## src/rtl/axi4lite_slave_regs_if.sv

```systemverilog
// AXI4-Lite bus bundle between one master and the register slave.
// Latency: none, wires only.
// Backpressure: carried by the READY/VALID pairs of each channel.
interface axi4lite_slave_regs_if #(
    parameter int ADDR_W = 32
);
    // write address channel
    logic [ADDR_W-1:0] AWADDR;
    logic [2:0]        AWPROT;
    logic              AWVALID;
    logic              AWREADY;
    // write data channel
    logic [31:0]       WDATA;
    logic [3:0]        WSTRB;
    logic              WVALID;
    logic              WREADY;
    // write response channel
    logic [1:0]        BRESP;
    logic              BVALID;
    logic              BREADY;
    // read address channel
    logic [ADDR_W-1:0] ARADDR;
    logic [2:0]        ARPROT;
    logic              ARVALID;
    logic              ARREADY;
    // read data channel
    logic [31:0]       RDATA;
    logic [1:0]        RRESP;
    logic              RVALID;
    logic              RREADY;

    modport master (
        output AWADDR, AWPROT, AWVALID, input AWREADY,
        output WDATA, WSTRB, WVALID, input WREADY,
        input BRESP, BVALID, output BREADY,
        output ARADDR, ARPROT, ARVALID, input ARREADY,
        input RDATA, RRESP, RVALID, output RREADY
    );

    modport slave (
        input AWADDR, AWPROT, AWVALID, output AWREADY,
        input WDATA, WSTRB, WVALID, output WREADY,
        output BRESP, BVALID, input BREADY,
        input ARADDR, ARPROT, ARVALID, output ARREADY,
        output RDATA, RRESP, RVALID, input RREADY
    );
endinterface

```

## src/rtl/axi4lite_slave_regs.sv

```systemverilog
// AXI4-Lite slave exposing NUM_REGS 32-bit byte-writable registers, contents also driven live on REG_OUT.
// Latency: BVALID one cycle after the edge that captures the last of AW/W; RVALID one cycle after the AR handshake.
// Backpressure: B and R are held until BREADY/RREADY; while a response is pending that channel's READYs stay low.
module axi4lite_slave_regs #(
    parameter int NUM_REGS = 8,
    parameter int ADDR_W   = 32
) (
    input  logic                     ACLK,
    input  logic                     ARESET,
    axi4lite_slave_regs_if.slave     s_axi,
    output logic [NUM_REGS*32-1:0]   REG_OUT
);
    localparam int                IDX_W       = $clog2(NUM_REGS);
    localparam logic [ADDR_W-1:0] SPAN        = ADDR_W'(NUM_REGS * 4);
    localparam logic [1:0]        RESP_OKAY   = 2'b00;
    localparam logic [1:0]        RESP_SLVERR = 2'b10;

    typedef enum logic {W_IDLE, W_RESP} wstate_t;
    typedef enum logic {R_IDLE, R_DATA} rstate_t;

    // register file
    logic [31:0] regs_q [NUM_REGS];

    // write path state
    wstate_t           wstate_q;
    wstate_t           wstate_d;
    logic              aw_held_q;
    logic              w_held_q;
    logic [ADDR_W-1:0] awaddr_q;
    logic [31:0]       wdata_q;
    logic [3:0]        wstrb_q;
    logic              awready_q;
    logic              wready_q;
    logic              bvalid_q;
    logic [1:0]        bresp_q;

    // read path state
    rstate_t           rstate_q;
    logic              arready_q;
    logic              rvalid_q;
    logic [1:0]        rresp_q;
    logic [31:0]       rdata_q;

    // write path helpers
    logic              aw_hs;
    logic              w_hs;
    logic              aw_have;
    logic              w_have;
    logic              commit;
    logic              aw_held_d;
    logic              w_held_d;
    logic [ADDR_W-1:0] wr_addr;
    logic [31:0]       wr_data;
    logic [3:0]        wr_strb;
    logic              wr_in_range;
    logic [IDX_W-1:0]  wr_idx;

    // read path helpers
    logic              ar_hs;
    logic              rd_in_range;
    logic [IDX_W-1:0]  rd_idx;

    // protection bits carry no meaning for this block
    logic              unused_prot;
    assign unused_prot = ^{s_axi.AWPROT, s_axi.ARPROT};

    // READY is registered low outside IDLE or once held, so a handshake implies IDLE
    assign aw_hs   = s_axi.AWVALID && awready_q;
    assign w_hs    = s_axi.WVALID  && wready_q;
    assign aw_have = aw_held_q || aw_hs;
    assign w_have  = w_held_q  || w_hs;
    assign commit  = (wstate_q == W_IDLE) && aw_have && w_have;

    // the commit uses the held copy if captured earlier, else the live bus value
    assign wr_addr     = aw_held_q ? awaddr_q : s_axi.AWADDR;
    assign wr_data     = w_held_q  ? wdata_q  : s_axi.WDATA;
    assign wr_strb     = w_held_q  ? wstrb_q  : s_axi.WSTRB;
    assign wr_in_range = (wr_addr < SPAN);
    assign wr_idx      = wr_addr[IDX_W+1:2];

    assign aw_held_d = aw_have && !commit;
    assign w_held_d  = w_have  && !commit;

    assign ar_hs       = s_axi.ARVALID && arready_q;
    assign rd_in_range = (s_axi.ARADDR < SPAN);
    assign rd_idx      = s_axi.ARADDR[IDX_W+1:2];

    // next write-path state, also used to pre-compute the registered READYs
    always_comb begin
        wstate_d = wstate_q;
        case (wstate_q)
            W_IDLE:  if (commit) wstate_d = W_RESP;
            W_RESP:  if (s_axi.BREADY) wstate_d = W_IDLE;
            default: wstate_d = W_IDLE;
        endcase
    end

    // write FSM: capture AW/W independently, commit bytes, hold B until accepted
    always_ff @(posedge ACLK or posedge ARESET) begin
        if (ARESET) begin
            wstate_q  <= W_IDLE;
            aw_held_q <= 1'b0;
            w_held_q  <= 1'b0;
            awaddr_q  <= '0;
            wdata_q   <= '0;
            wstrb_q   <= '0;
            awready_q <= 1'b0;
            wready_q  <= 1'b0;
            bvalid_q  <= 1'b0;
            bresp_q   <= RESP_OKAY;
            for (int k = 0; k < NUM_REGS; k++) begin
                regs_q[k] <= '0;
            end
        end else begin
            if (aw_hs) begin
                awaddr_q <= s_axi.AWADDR;
            end
            if (w_hs) begin
                wdata_q <= s_axi.WDATA;
                wstrb_q <= s_axi.WSTRB;
            end
            aw_held_q <= aw_held_d;
            w_held_q  <= w_held_d;
            awready_q <= (wstate_d == W_IDLE) && !aw_held_d;
            wready_q  <= (wstate_d == W_IDLE) && !w_held_d;
            wstate_q  <= wstate_d;

            case (wstate_q)
                W_IDLE: begin
                    if (commit) begin
                        if (wr_in_range) begin
                            for (int b = 0; b < 4; b++) begin
                                if (wr_strb[b]) begin
                                    regs_q[wr_idx][8*b +: 8] <= wr_data[8*b +: 8];
                                end
                            end
                        end
                        bvalid_q <= 1'b1;
                        bresp_q  <= wr_in_range ? RESP_OKAY : RESP_SLVERR;
                    end
                end
                W_RESP: begin
                    if (s_axi.BREADY) begin
                        bvalid_q <= 1'b0;
                        bresp_q  <= RESP_OKAY;
                    end
                end
                default: begin
                    bvalid_q <= 1'b0;
                end
            endcase
        end
    end

    // read FSM: sample the register file on AR handshake, hold R until accepted
    always_ff @(posedge ACLK or posedge ARESET) begin
        if (ARESET) begin
            rstate_q  <= R_IDLE;
            arready_q <= 1'b0;
            rvalid_q  <= 1'b0;
            rresp_q   <= RESP_OKAY;
            rdata_q   <= '0;
        end else begin
            case (rstate_q)
                R_IDLE: begin
                    arready_q <= 1'b1;
                    if (ar_hs) begin
                        rdata_q   <= rd_in_range ? regs_q[rd_idx] : 32'h0;
                        rresp_q   <= rd_in_range ? RESP_OKAY : RESP_SLVERR;
                        rvalid_q  <= 1'b1;
                        arready_q <= 1'b0;
                        rstate_q  <= R_DATA;
                    end
                end
                R_DATA: begin
                    if (s_axi.RREADY) begin
                        rvalid_q  <= 1'b0;
                        arready_q <= 1'b1;
                        rstate_q  <= R_IDLE;
                    end
                end
                default: begin
                    rstate_q <= R_IDLE;
                end
            endcase
        end
    end

    assign s_axi.AWREADY = awready_q;
    assign s_axi.WREADY  = wready_q;
    assign s_axi.BVALID  = bvalid_q;
    assign s_axi.BRESP   = bresp_q;
    assign s_axi.ARREADY = arready_q;
    assign s_axi.RVALID  = rvalid_q;
    assign s_axi.RRESP   = rresp_q;
    assign s_axi.RDATA   = rdata_q;

    for (genvar k = 0; k < NUM_REGS; k++) begin : g_reg_out
        assign REG_OUT[32*k +: 32] = regs_q[k];
    end
endmodule

```

## src/flat_wrapper.sv

```systemverilog
// flat-port wrapper written by rule: the top's interface ports become plain ports
module axi4lite_slave_regs_flat 
#(
    parameter int NUM_REGS = 8,
    parameter int ADDR_W   = 32
)
  (ACLK, ARESET, REG_OUT, s_axi_AWADDR, s_axi_AWPROT, s_axi_AWVALID, s_axi_AWREADY, s_axi_WDATA, s_axi_WSTRB, s_axi_WVALID, s_axi_WREADY, s_axi_BRESP, s_axi_BVALID, s_axi_BREADY, s_axi_ARADDR, s_axi_ARPROT, s_axi_ARVALID, s_axi_ARREADY, s_axi_RDATA, s_axi_RRESP, s_axi_RVALID, s_axi_RREADY);
  axi4lite_slave_regs_if #(.ADDR_W(ADDR_W)) s_axi_i ();
  input  logic ACLK;
  input  logic ARESET;
  output logic [NUM_REGS*32-1:0] REG_OUT;
  input wire logic [$bits(s_axi_i.AWADDR)-1:0] s_axi_AWADDR;
  input wire logic [$bits(s_axi_i.AWPROT)-1:0] s_axi_AWPROT;
  input wire logic [$bits(s_axi_i.AWVALID)-1:0] s_axi_AWVALID;
  output wire logic [$bits(s_axi_i.AWREADY)-1:0] s_axi_AWREADY;
  input wire logic [$bits(s_axi_i.WDATA)-1:0] s_axi_WDATA;
  input wire logic [$bits(s_axi_i.WSTRB)-1:0] s_axi_WSTRB;
  input wire logic [$bits(s_axi_i.WVALID)-1:0] s_axi_WVALID;
  output wire logic [$bits(s_axi_i.WREADY)-1:0] s_axi_WREADY;
  output wire logic [$bits(s_axi_i.BRESP)-1:0] s_axi_BRESP;
  output wire logic [$bits(s_axi_i.BVALID)-1:0] s_axi_BVALID;
  input wire logic [$bits(s_axi_i.BREADY)-1:0] s_axi_BREADY;
  input wire logic [$bits(s_axi_i.ARADDR)-1:0] s_axi_ARADDR;
  input wire logic [$bits(s_axi_i.ARPROT)-1:0] s_axi_ARPROT;
  input wire logic [$bits(s_axi_i.ARVALID)-1:0] s_axi_ARVALID;
  output wire logic [$bits(s_axi_i.ARREADY)-1:0] s_axi_ARREADY;
  output wire logic [$bits(s_axi_i.RDATA)-1:0] s_axi_RDATA;
  output wire logic [$bits(s_axi_i.RRESP)-1:0] s_axi_RRESP;
  output wire logic [$bits(s_axi_i.RVALID)-1:0] s_axi_RVALID;
  input wire logic [$bits(s_axi_i.RREADY)-1:0] s_axi_RREADY;
  assign s_axi_i.AWADDR = s_axi_AWADDR;
  assign s_axi_i.AWPROT = s_axi_AWPROT;
  assign s_axi_i.AWVALID = s_axi_AWVALID;
  assign s_axi_AWREADY = s_axi_i.AWREADY;
  assign s_axi_i.WDATA = s_axi_WDATA;
  assign s_axi_i.WSTRB = s_axi_WSTRB;
  assign s_axi_i.WVALID = s_axi_WVALID;
  assign s_axi_WREADY = s_axi_i.WREADY;
  assign s_axi_BRESP = s_axi_i.BRESP;
  assign s_axi_BVALID = s_axi_i.BVALID;
  assign s_axi_i.BREADY = s_axi_BREADY;
  assign s_axi_i.ARADDR = s_axi_ARADDR;
  assign s_axi_i.ARPROT = s_axi_ARPROT;
  assign s_axi_i.ARVALID = s_axi_ARVALID;
  assign s_axi_ARREADY = s_axi_i.ARREADY;
  assign s_axi_RDATA = s_axi_i.RDATA;
  assign s_axi_RRESP = s_axi_i.RRESP;
  assign s_axi_RVALID = s_axi_i.RVALID;
  assign s_axi_i.RREADY = s_axi_RREADY;
  axi4lite_slave_regs #(.NUM_REGS(NUM_REGS), .ADDR_W(ADDR_W)) u_core (.ACLK(ACLK), .ARESET(ARESET), .s_axi(s_axi_i), .REG_OUT(REG_OUT));
endmodule
```

## config.mk

```make
export PLATFORM = sky130hd
export DESIGN_NAME = axi4lite_slave_regs_flat
export DESIGN_NICKNAME = d
export VERILOG_FILES = /design/src/rtl/axi4lite_slave_regs_if.sv /design/src/rtl/axi4lite_slave_regs.sv /design/src/flat_wrapper.sv
export SDC_FILE = /design/constraint.sdc
export NUM_CORES = 1
export LEC_CHECK = 0
export CORE_MARGIN = 5
export CORE_UTILIZATION = 45
export DETAILED_ROUTE_END_ITERATION = 10
export GPL_ROUTABILITY_DRIVEN = 0
export GPL_TIMING_DRIVEN = 0
export PLACE_DENSITY = 0.81
export SYNTH_ARGS = -nofsm -noshare
export SYNTH_HDL_FRONTEND = slang
export SYNTH_SLANG_ARGS = --single-unit
```

## constraint.sdc

```tcl
create_clock -name ACLK -period 26.6 [get_ports ACLK]
set_input_delay 3.99 -clock ACLK [delete_from_list [all_inputs] [get_ports ACLK]]
set_output_delay 3.99 -clock ACLK [all_outputs]
set_load 0.005 [all_outputs]
```

==> images/io_placement.png <==
Pins as bars across the die edge, other pins in gray.
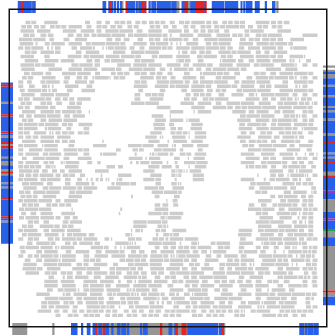
- purple: s_axi_RRESP (pins 2; direction output; edge right)
- blue: REG_OUT (pins 256; direction output; edge 79 top, 61 bottom, 59 right, 57 left)
- red: s_axi_WDATA (pins 32; direction input; edge 12 top, 8 left, 8 bottom, 4 right)
- green: s_axi_ARVALID (pins 1; direction input; edge right)
- all pins by edge: 122 bottom, 112 right, 100 top, 76 left

==> images/wires.png <==
The bar under the picture is 50 um long.
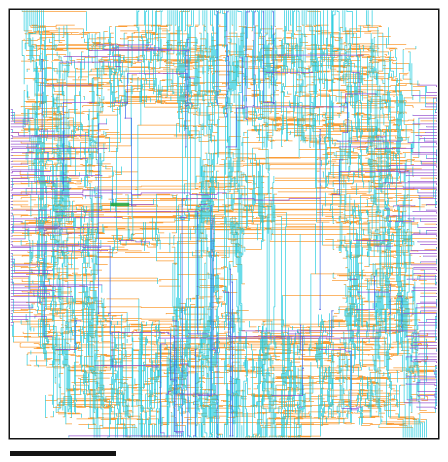
- green: metal 5 (wire length 7.40 um)
- purple: metal 3 (wire length 3370 um)
- orange: metal 1 (wire length 21.0 mm)
- blue: metal 4 (wire length 1800 um)
- cyan: metal 2 (wire length 25.1 mm)
routed via count: 11182
WL final: 51260 um
drt wl/cell: 25.83 um
gr usage total: 24.83%

==> CHANGELOG.md <==
### Physical design

- Peak supply drop: roughly 0.063 mV
- Sw frac: slightly below 30%
- Status: completed
- Post-DP HPWL: ~36000 um
- Hold-fix buffers, CTS: 0
- Gate power share: 20.0%
- Area Overhead vs Synth: 35.06%
- Fin worst setup slack: about 20 ns
- Number of flops mapped to enable cells by yosys: 0
- Rows: ~70
- Achievable clock frequency: ~160 MHz
- Critical setup path kind: in2reg
- GR Layer Usage met3: around 5.7%
- M1 GR Usage: about 32%
- ANT nets after route: 0
- Chip Area: between 40000 and 50000 sq um
- Ys cells: about 1000
- Synth Cell Area: ~17000 sq um
- Synth Instances: approximately 1000
- Static Leak: between 10 and 15 nW
- Final Hold Slack: around 0.48 ns
- Reg clk slew, reported paths: roughly 0.060 ns
- Crit-path cells: clkdlybuf4s50_1, nand3_1, nor4_1, nand4_1, clkbuf_1, o21ai_0
- Pre-CTS WS: between 15 and 20 ns
- Initial antenna violation count: 6
- Log Warnings: ~42
- Critical Path RT: 27.05 ns
- Async S/R FF share, synth: 100.0%
- CP max stage delay: about 0.59 ns
- Slowest cell on crit path: nand3_1
- Uppermost layer routed: met5
- CTS resizes: 0
- Yosys top cell by instances: dfrtp_1
- Dominant flop cell: dfrtp_1
- Metal2 WL: ~25000 um
- Hold Path Cell Cnt: 2
- Most frequent cells after synthesis: dfrtp_1, mux2_2, mux4_2, nand2_1, mux2i_1
- Detailed Routing Iterations Pass 1: 4
- FF-to-FF setup slack: around 24 ns
- Reg-to-Reg Start: u_core.rstate_q$_DFF_PP0_
- Crit path buf inv count: 2
- Largest delay share family, worst path: simple AND/OR/NAND/NOR gates
- Seq share, synth: a little over half
- Insertion Delay late pin: 0.55 ns
- Clock share of power: a little over a third
- Fin crit period: 6.280 ns
- Pwr Density: 65.21 nW/um^2
- Total number of yosys warnings: 0
- Logic power comb: around 0.29 mW
- Die Wd: roughly 200 um
- P_clk: 0.530 mW
- CP Launch Point: s_axi_ARVALID
- Total core area: between 30000 and 40000 sq um
- Most numerous logic cell after layout: clkdlybuf4s50_1
- Total CTS buffers: 39
- Worst reg2reg path depth: 6
- Area of placed instances: 21270 sq um
- Syn avg cell area: about 16 sq um
- Critical path depth in cells: 6
- Max reg flops: approximately 260
- # IOs: slightly above 400
==> images/flops_by_reg.png <==
Other sequential cells in the stronger gray, the rest of the logic in the fainter gray.
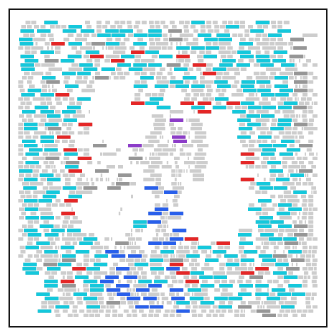
- blue: u_core.awaddr_q (sequential cells 30; where bottom center)
- cyan: u_core.REG_OUT (sequential cells 256; where widely spread)
- purple: u_core.wstrb_q (sequential cells 4; where center)
- red: u_core.wdata_q (sequential cells 32)
- not colored: 43
seq pwr: 0.645 mW
FF+latch area: 9134 sq um
flop share of the area: 40.55%
Finished Core Util: 61.53%

## cells by family (layout without fill, tap and decap cells)
logic type,Yosys count,in the layout,share of synthesized area [%]
AND-OR/OR-AND,46,46,1.786
flip-flops,365,365,54.76
buffers and inverters,47,514,1.613
multiplexers,456,456,34.83
AND/OR/NAND/NOR,129,129,6.984
other,1,7,0.02248
## layout make-up
class / instances / area, sq um / area share [%]
Multi-Input combinational cell: 633 / 7279 / 32.32
Sequential cell: 365 / 9134 / 40.55
Clock buffer: 58 / 1137 / 5.049
Tap cell: 468 / 585.6 / 2.600
Inverter: 3 / 18.77 / 0.08332
Timing Repair Buffer: 396 / 3999 / 17.75
Buffer: 44 / 257.7 / 1.144
Antenna cell: 5 / 12.51 / 0.05555
Clock inverter: 13 / 101.3 / 0.4499
No activity file was given, so power comes from the tool's default toggle rates.
